## config.mk

```make
export PLATFORM = sky130hd
export DESIGN_NAME = edge_row_cache_flat
export DESIGN_NICKNAME = d
export VERILOG_FILES = /design/src/rtl/edge_row_cache_if.sv /design/src/rtl/edge_row_cache.sv /design/src/flat_wrapper.sv
export SDC_FILE = /design/constraint.sdc
export NUM_CORES = 2
export LEC_CHECK = 0
export CAP_MARGIN = 20
export CORE_MARGIN = 5
export CORE_UTILIZATION = 56
export CTS_CLUSTER_DIAMETER = 200
export CTS_CLUSTER_SIZE = 16
export DETAILED_ROUTE_END_ITERATION = 10
export GPL_ROUTABILITY_DRIVEN = 0
export HOLD_SLACK_MARGIN = 0.05
export PLACE_DENSITY_LB_ADDON = 0.08
export SYNTH_ARGS = -nofsm -noshare
export SYNTH_HDL_FRONTEND = slang
export SYNTH_SLANG_ARGS = --single-unit
```

## constraint.sdc

```tcl
create_clock -name clock -period 6.4 [get_ports clock]
set_clock_uncertainty 0.2 [all_clocks]
set_input_delay 1.92 -clock clock [delete_from_list [all_inputs] [get_ports clock]]
set_output_delay 1.92 -clock clock [all_outputs]
set_load 0.01 [all_outputs]
```

## src/rtl/edge_row_cache_if.sv

```systemverilog
// Query/response and block-RAM read handshake between the relaxation logic, the row cache and memory.
// slave = the cache side; master = requester plus memory side.
`ifndef DEFAULT_MAX_NODES
`define DEFAULT_MAX_NODES 16
`endif
`ifndef DEFAULT_INDEX_WIDTH
`define DEFAULT_INDEX_WIDTH 8
`endif
`ifndef DEFAULT_VALUE_WIDTH
`define DEFAULT_VALUE_WIDTH 16
`endif
`ifndef DEFAULT_MADDR_WIDTH
`define DEFAULT_MADDR_WIDTH 32
`endif
`ifndef DEFAULT_MDATA_WIDTH
`define DEFAULT_MDATA_WIDTH 32
`endif

interface edge_row_cache_if #(
  parameter int INDEX_WIDTH = `DEFAULT_INDEX_WIDTH,
  parameter int VALUE_WIDTH = `DEFAULT_VALUE_WIDTH,
  parameter int MADDR_WIDTH = `DEFAULT_MADDR_WIDTH,
  parameter int MDATA_WIDTH = `DEFAULT_MDATA_WIDTH
);
  logic                   query_enable;
  logic [INDEX_WIDTH-1:0] from_node;
  logic [INDEX_WIDTH-1:0] to_node;
  logic                   flush;
  logic                   ready;
  logic [VALUE_WIDTH-1:0] edge_value;
  logic                   error;
  logic [15:0]            hit_count;
  logic [15:0]            miss_count;
  logic [MADDR_WIDTH-1:0] mem_addr;
  logic [MDATA_WIDTH-1:0] mem_read_data;
  logic                   mem_read_enable;
  logic                   mem_read_ready;

  modport master (
    output query_enable, from_node, to_node, flush, mem_read_data, mem_read_ready,
    input  ready, edge_value, error, hit_count, miss_count, mem_addr, mem_read_enable
  );

  modport slave (
    input  query_enable, from_node, to_node, flush, mem_read_data, mem_read_ready,
    output ready, edge_value, error, hit_count, miss_count, mem_addr, mem_read_enable
  );
endinterface

```

## src/rtl/edge_row_cache.sv

```systemverilog
// LINES-entry cache of adjacency-matrix rows; hits answer in 1 cycle, misses fetch the whole row.
// Memory beats wait on mem_read_ready; query_enable is ignored while a fill is in flight.
`ifndef DEFAULT_MAX_NODES
`define DEFAULT_MAX_NODES 16
`endif
`ifndef DEFAULT_INDEX_WIDTH
`define DEFAULT_INDEX_WIDTH 8
`endif
`ifndef DEFAULT_VALUE_WIDTH
`define DEFAULT_VALUE_WIDTH 16
`endif
`ifndef DEFAULT_MADDR_WIDTH
`define DEFAULT_MADDR_WIDTH 32
`endif
`ifndef DEFAULT_MDATA_WIDTH
`define DEFAULT_MDATA_WIDTH 32
`endif

module edge_row_cache #(
  parameter int MAX_NODES   = `DEFAULT_MAX_NODES,
  parameter int INDEX_WIDTH = `DEFAULT_INDEX_WIDTH,
  parameter int VALUE_WIDTH = `DEFAULT_VALUE_WIDTH,
  parameter int MADDR_WIDTH = `DEFAULT_MADDR_WIDTH,
  parameter int MDATA_WIDTH = `DEFAULT_MDATA_WIDTH,
  parameter int LINES       = 4
) (
  input  logic                   clock,
  input  logic                   reset,
  input  logic [MADDR_WIDTH-1:0] base_address,
  input  logic [INDEX_WIDTH-1:0] number_of_nodes,
  edge_row_cache_if.slave        bus
);
  localparam int CW = (MAX_NODES > 1) ? $clog2(MAX_NODES) : 1;
  localparam int LW = (LINES > 1) ? $clog2(LINES) : 1;
  localparam logic [MADDR_WIDTH-1:0] STRIDE = MADDR_WIDTH'(MADDR_WIDTH / 8);

  typedef enum logic [1:0] {IDLE, FILL_REQ, FILL_WAIT, RESPOND} state_t;

  state_t                 state;
  logic [MADDR_WIDTH-1:0] base_q;
  logic [INDEX_WIDTH-1:0] n_q;
  logic [LINES-1:0]       valid_q;
  logic [INDEX_WIDTH-1:0] tag_q  [LINES];
  logic [VALUE_WIDTH-1:0] line_q [LINES][MAX_NODES];
  logic [LW-1:0]          ptr_q, victim_q;
  logic [INDEX_WIDTH-1:0] row_q, col_q, to_q;
  logic                   flush_pend;

  logic                   hit, any_invalid, out_of_range, flush_now, last_col;
  logic [LW-1:0]          hit_idx, victim;
  logic [MADDR_WIDTH-1:0] fill_addr;
  logic [VALUE_WIDTH-1:0] hit_word, resp_word;

  function automatic logic [15:0] sat_inc(input logic [15:0] c);
    return (c == 16'hFFFF) ? c : c + 16'd1;
  endfunction

  // Configuration is captured only while reset is held, and survives the async clear.
  always_ff @(posedge clock) begin
    if (!reset) begin
      base_q <= base_address;
      n_q    <= number_of_nodes;
    end
  end

  always_comb begin
    hit         = 1'b0;
    hit_idx     = '0;
    any_invalid = 1'b0;
    victim      = ptr_q;
    for (int i = 0; i < LINES; i++) begin
      if (valid_q[i] && tag_q[i] == bus.from_node && !hit) begin
        hit     = 1'b1;
        hit_idx = LW'(i);
      end
    end
    // Descending scan so the lowest-index invalid line wins.
    for (int i = LINES - 1; i >= 0; i--) begin
      if (!valid_q[i]) begin
        victim      = LW'(i);
        any_invalid = 1'b1;
      end
    end
  end

  assign out_of_range = (bus.from_node >= n_q) || (bus.to_node >= n_q);
  assign flush_now    = flush_pend || bus.flush;
  assign last_col     = (col_q == n_q - INDEX_WIDTH'(1));
  assign fill_addr    = base_q + (MADDR_WIDTH'(row_q) * MADDR_WIDTH'(n_q) + MADDR_WIDTH'(col_q)) * STRIDE;
  assign hit_word     = line_q[hit_idx][bus.to_node[CW-1:0]];
  assign resp_word    = line_q[victim_q][to_q[CW-1:0]];

  generate
    if (MDATA_WIDTH > VALUE_WIDTH) begin : g_hi
      logic unused_hi;
      assign unused_hi = ^bus.mem_read_data[MDATA_WIDTH-1:VALUE_WIDTH];
    end
  endgenerate

  // Line data and tags are qualified by valid_q, so they need no reset.
  always_ff @(posedge clock) begin
    if (state == FILL_WAIT && bus.mem_read_ready) begin
      line_q[victim_q][col_q[CW-1:0]] <= bus.mem_read_data[VALUE_WIDTH-1:0];
      tag_q[victim_q]                 <= row_q;
    end
  end

  always_ff @(posedge clock or negedge reset) begin
    if (!reset) begin
      state               <= IDLE;
      valid_q             <= '0;
      ptr_q               <= '0;
      victim_q            <= '0;
      row_q               <= '0;
      col_q               <= '0;
      to_q                <= '0;
      flush_pend          <= 1'b0;
      bus.ready           <= 1'b0;
      bus.error           <= 1'b0;
      bus.edge_value      <= '0;
      bus.mem_addr        <= '0;
      bus.mem_read_enable <= 1'b0;
      bus.hit_count       <= '0;
      bus.miss_count      <= '0;
    end else begin
      bus.ready <= 1'b0;
      bus.error <= 1'b0;
      if (bus.flush) flush_pend <= 1'b1;
      case (state)
        IDLE: begin
          if (flush_now) begin
            valid_q    <= '0;
            ptr_q      <= '0;
            flush_pend <= 1'b0;
          end else if (bus.query_enable) begin
            row_q <= bus.from_node;
            to_q  <= bus.to_node;
            if (out_of_range) begin
              bus.ready      <= 1'b1;
              bus.error      <= 1'b1;
              bus.edge_value <= '0;
            end else if (hit) begin
              bus.ready      <= 1'b1;
              bus.edge_value <= hit_word;
              bus.hit_count  <= sat_inc(bus.hit_count);
            end else begin
              bus.miss_count  <= sat_inc(bus.miss_count);
              victim_q        <= victim;
              valid_q[victim] <= 1'b0;
              col_q           <= '0;
              if (!any_invalid)
                ptr_q <= (ptr_q == LW'(LINES - 1)) ? '0 : ptr_q + LW'(1);
              state <= FILL_REQ;
            end
          end
        end
        FILL_REQ: begin
          bus.mem_addr        <= fill_addr;
          bus.mem_read_enable <= 1'b1;
          state               <= FILL_WAIT;
        end
        FILL_WAIT: begin
          if (bus.mem_read_ready) begin
            bus.mem_read_enable <= 1'b0;
            if (last_col) begin
              valid_q[victim_q] <= 1'b1;
              state             <= RESPOND;
            end else begin
              col_q <= col_q + INDEX_WIDTH'(1);
              state <= FILL_REQ;
            end
          end
        end
        RESPOND: begin
          bus.ready      <= 1'b1;
          bus.edge_value <= resp_word;
          state          <= IDLE;
        end
        default: state <= IDLE;
      endcase
    end
  end
endmodule

```

## src/flat_wrapper.sv

```systemverilog
// flat-port wrapper written by rule: the top's interface ports become plain ports
module edge_row_cache_flat 
#(
  parameter int MAX_NODES   = `DEFAULT_MAX_NODES,
  parameter int INDEX_WIDTH = `DEFAULT_INDEX_WIDTH,
  parameter int VALUE_WIDTH = `DEFAULT_VALUE_WIDTH,
  parameter int MADDR_WIDTH = `DEFAULT_MADDR_WIDTH,
  parameter int MDATA_WIDTH = `DEFAULT_MDATA_WIDTH,
  parameter int LINES       = 4
)
  (clock, reset, base_address, number_of_nodes, bus_query_enable, bus_from_node, bus_to_node, bus_flush, bus_mem_read_data, bus_mem_read_ready, bus_ready, bus_edge_value, bus_error, bus_hit_count, bus_miss_count, bus_mem_addr, bus_mem_read_enable);
  edge_row_cache_if #(.INDEX_WIDTH(INDEX_WIDTH), .VALUE_WIDTH(VALUE_WIDTH), .MADDR_WIDTH(MADDR_WIDTH), .MDATA_WIDTH(MDATA_WIDTH)) bus_i ();
  input  logic clock;
  input  logic reset;
  input  logic [MADDR_WIDTH-1:0] base_address;
  input  logic [INDEX_WIDTH-1:0] number_of_nodes;
  input wire logic [$bits(bus_i.query_enable)-1:0] bus_query_enable;
  input wire logic [$bits(bus_i.from_node)-1:0] bus_from_node;
  input wire logic [$bits(bus_i.to_node)-1:0] bus_to_node;
  input wire logic [$bits(bus_i.flush)-1:0] bus_flush;
  input wire logic [$bits(bus_i.mem_read_data)-1:0] bus_mem_read_data;
  input wire logic [$bits(bus_i.mem_read_ready)-1:0] bus_mem_read_ready;
  output wire logic [$bits(bus_i.ready)-1:0] bus_ready;
  output wire logic [$bits(bus_i.edge_value)-1:0] bus_edge_value;
  output wire logic [$bits(bus_i.error)-1:0] bus_error;
  output wire logic [$bits(bus_i.hit_count)-1:0] bus_hit_count;
  output wire logic [$bits(bus_i.miss_count)-1:0] bus_miss_count;
  output wire logic [$bits(bus_i.mem_addr)-1:0] bus_mem_addr;
  output wire logic [$bits(bus_i.mem_read_enable)-1:0] bus_mem_read_enable;
  assign bus_i.query_enable = bus_query_enable;
  assign bus_i.from_node = bus_from_node;
  assign bus_i.to_node = bus_to_node;
  assign bus_i.flush = bus_flush;
  assign bus_i.mem_read_data = bus_mem_read_data;
  assign bus_i.mem_read_ready = bus_mem_read_ready;
  assign bus_ready = bus_i.ready;
  assign bus_edge_value = bus_i.edge_value;
  assign bus_error = bus_i.error;
  assign bus_hit_count = bus_i.hit_count;
  assign bus_miss_count = bus_i.miss_count;
  assign bus_mem_addr = bus_i.mem_addr;
  assign bus_mem_read_enable = bus_i.mem_read_enable;
  edge_row_cache #(.MAX_NODES(MAX_NODES), .INDEX_WIDTH(INDEX_WIDTH), .VALUE_WIDTH(VALUE_WIDTH), .MADDR_WIDTH(MADDR_WIDTH), .MDATA_WIDTH(MDATA_WIDTH), .LINES(LINES)) u_core (.clock(clock), .reset(reset), .base_address(base_address), .number_of_nodes(number_of_nodes), .bus(bus_i));
endmodule
```

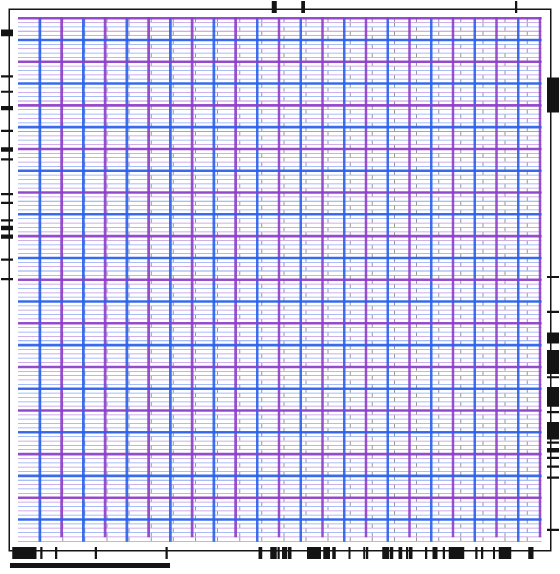
*Power grid*
Bar = 100 um. Pins as bars on the die edge. Tap cells in grey.
Purple stands for VDD. Blue stands for VSS.
24 straps on met5. 121 met1 rails follow the rows.

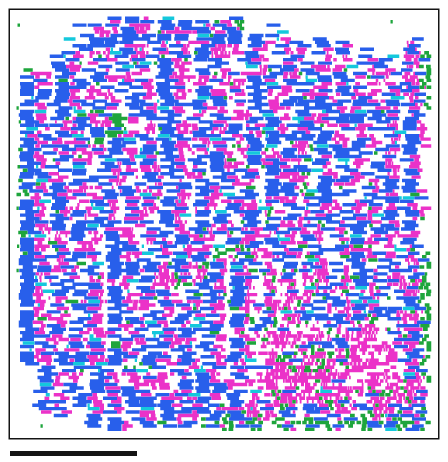
*Placed cells, one colour a class*
Bar = 100 um.
Magenta stands for remaining logic cells, cells 2,251. Green stands for remaining buffers and delay cells, cells 394. Cyan stands for clock drivers and dummy loads, cells 157. Blue stands for registers, cells 1,210.
sequential cell area share: 0.531
Core ar.: 0.107 mm^2
Final Cell Area: 0.0674 mm^2
Finished Core Util: 0.633
row count: 120

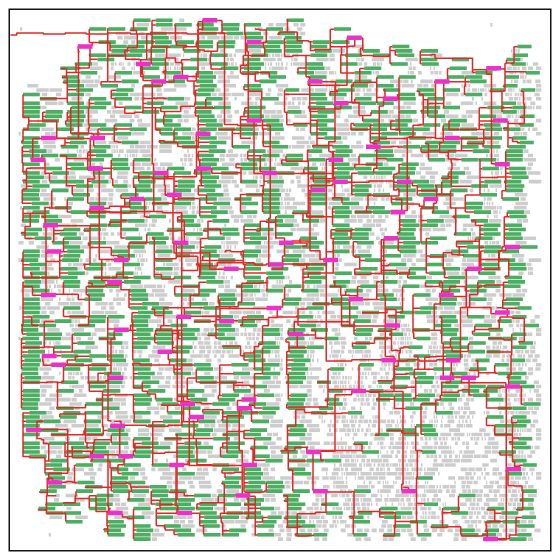
*Routed clock nets over the placement*
Magenta stands for clock-net drivers, count 85. Red stands for clock wires, length 13,400 um. Green stands for flip-flops, count 1,210.
Position of the flops: widely spread.

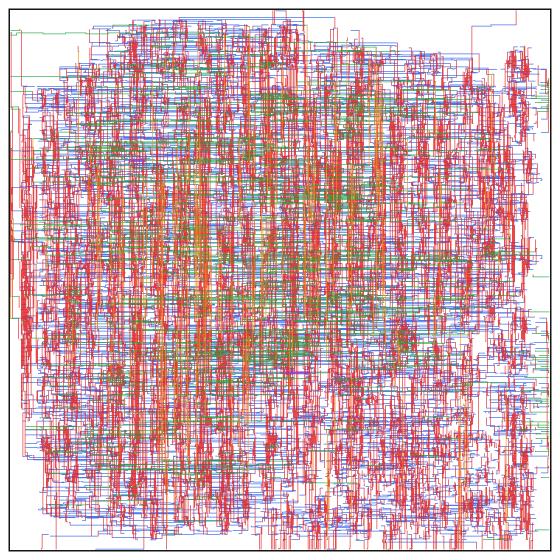
*Routed metal, one colour a layer*
Blue stands for M1, wire length 66.7 mm. Purple stands for M5, wire length 21.2 um. Green stands for M3, wire length 19,800 um. Red stands for M2, wire length 85.3 mm. Orange stands for M4, wire length 8,440 um.

==> reports/results.ini <==
[status]
status = finished clean

[logic_synthesis]
top_cell = edfxtp_1
yosysCellCount = 3706
edf_count = 1096
synth_cell_type_count = 63
synthArstFlopShare = 0.0942

[final_layout]
mi_logic_area_mm2 = 0.0232
fin_cells = 5417
dominant_cells = flip-flops and latches
buffers = 394
multi_input_comb_cells = 2146
buffer_area_frac = 0.0566
n_fill_cell = 7630
diodes = 2

[critical_path]
slowest_stage = fa_1
cp_max_fo = 7
cp.depth = 26
rr_worst_depth = 26

[sta]
fin_ws_ns = 0.223
hold_viol = 0
rsz0062_at_grt = yes
relSlewSlack = 0.215

[global_routing]
grt_usage = 0.317
grt_pass1_wl_mm = 257
top_usage_layer = met2

[clocking]
ctsHtreeMaxLevel = 3
cts_setup_buffers = 0
cts_sinks = 1210
worstSkewPairLatency_ns = 0.69
hold_buffers = 0

[route]
wire_per_inst_um = 33.3
drc = 0
vias = 36799
routed_wl_mm = 180
drt_iter0_drc = 4360
drt-pass1-iter-count = 7

[power]
power_leader = combinational logic
p_comb_frac = 0.407
ir_drop_mv = 0.637

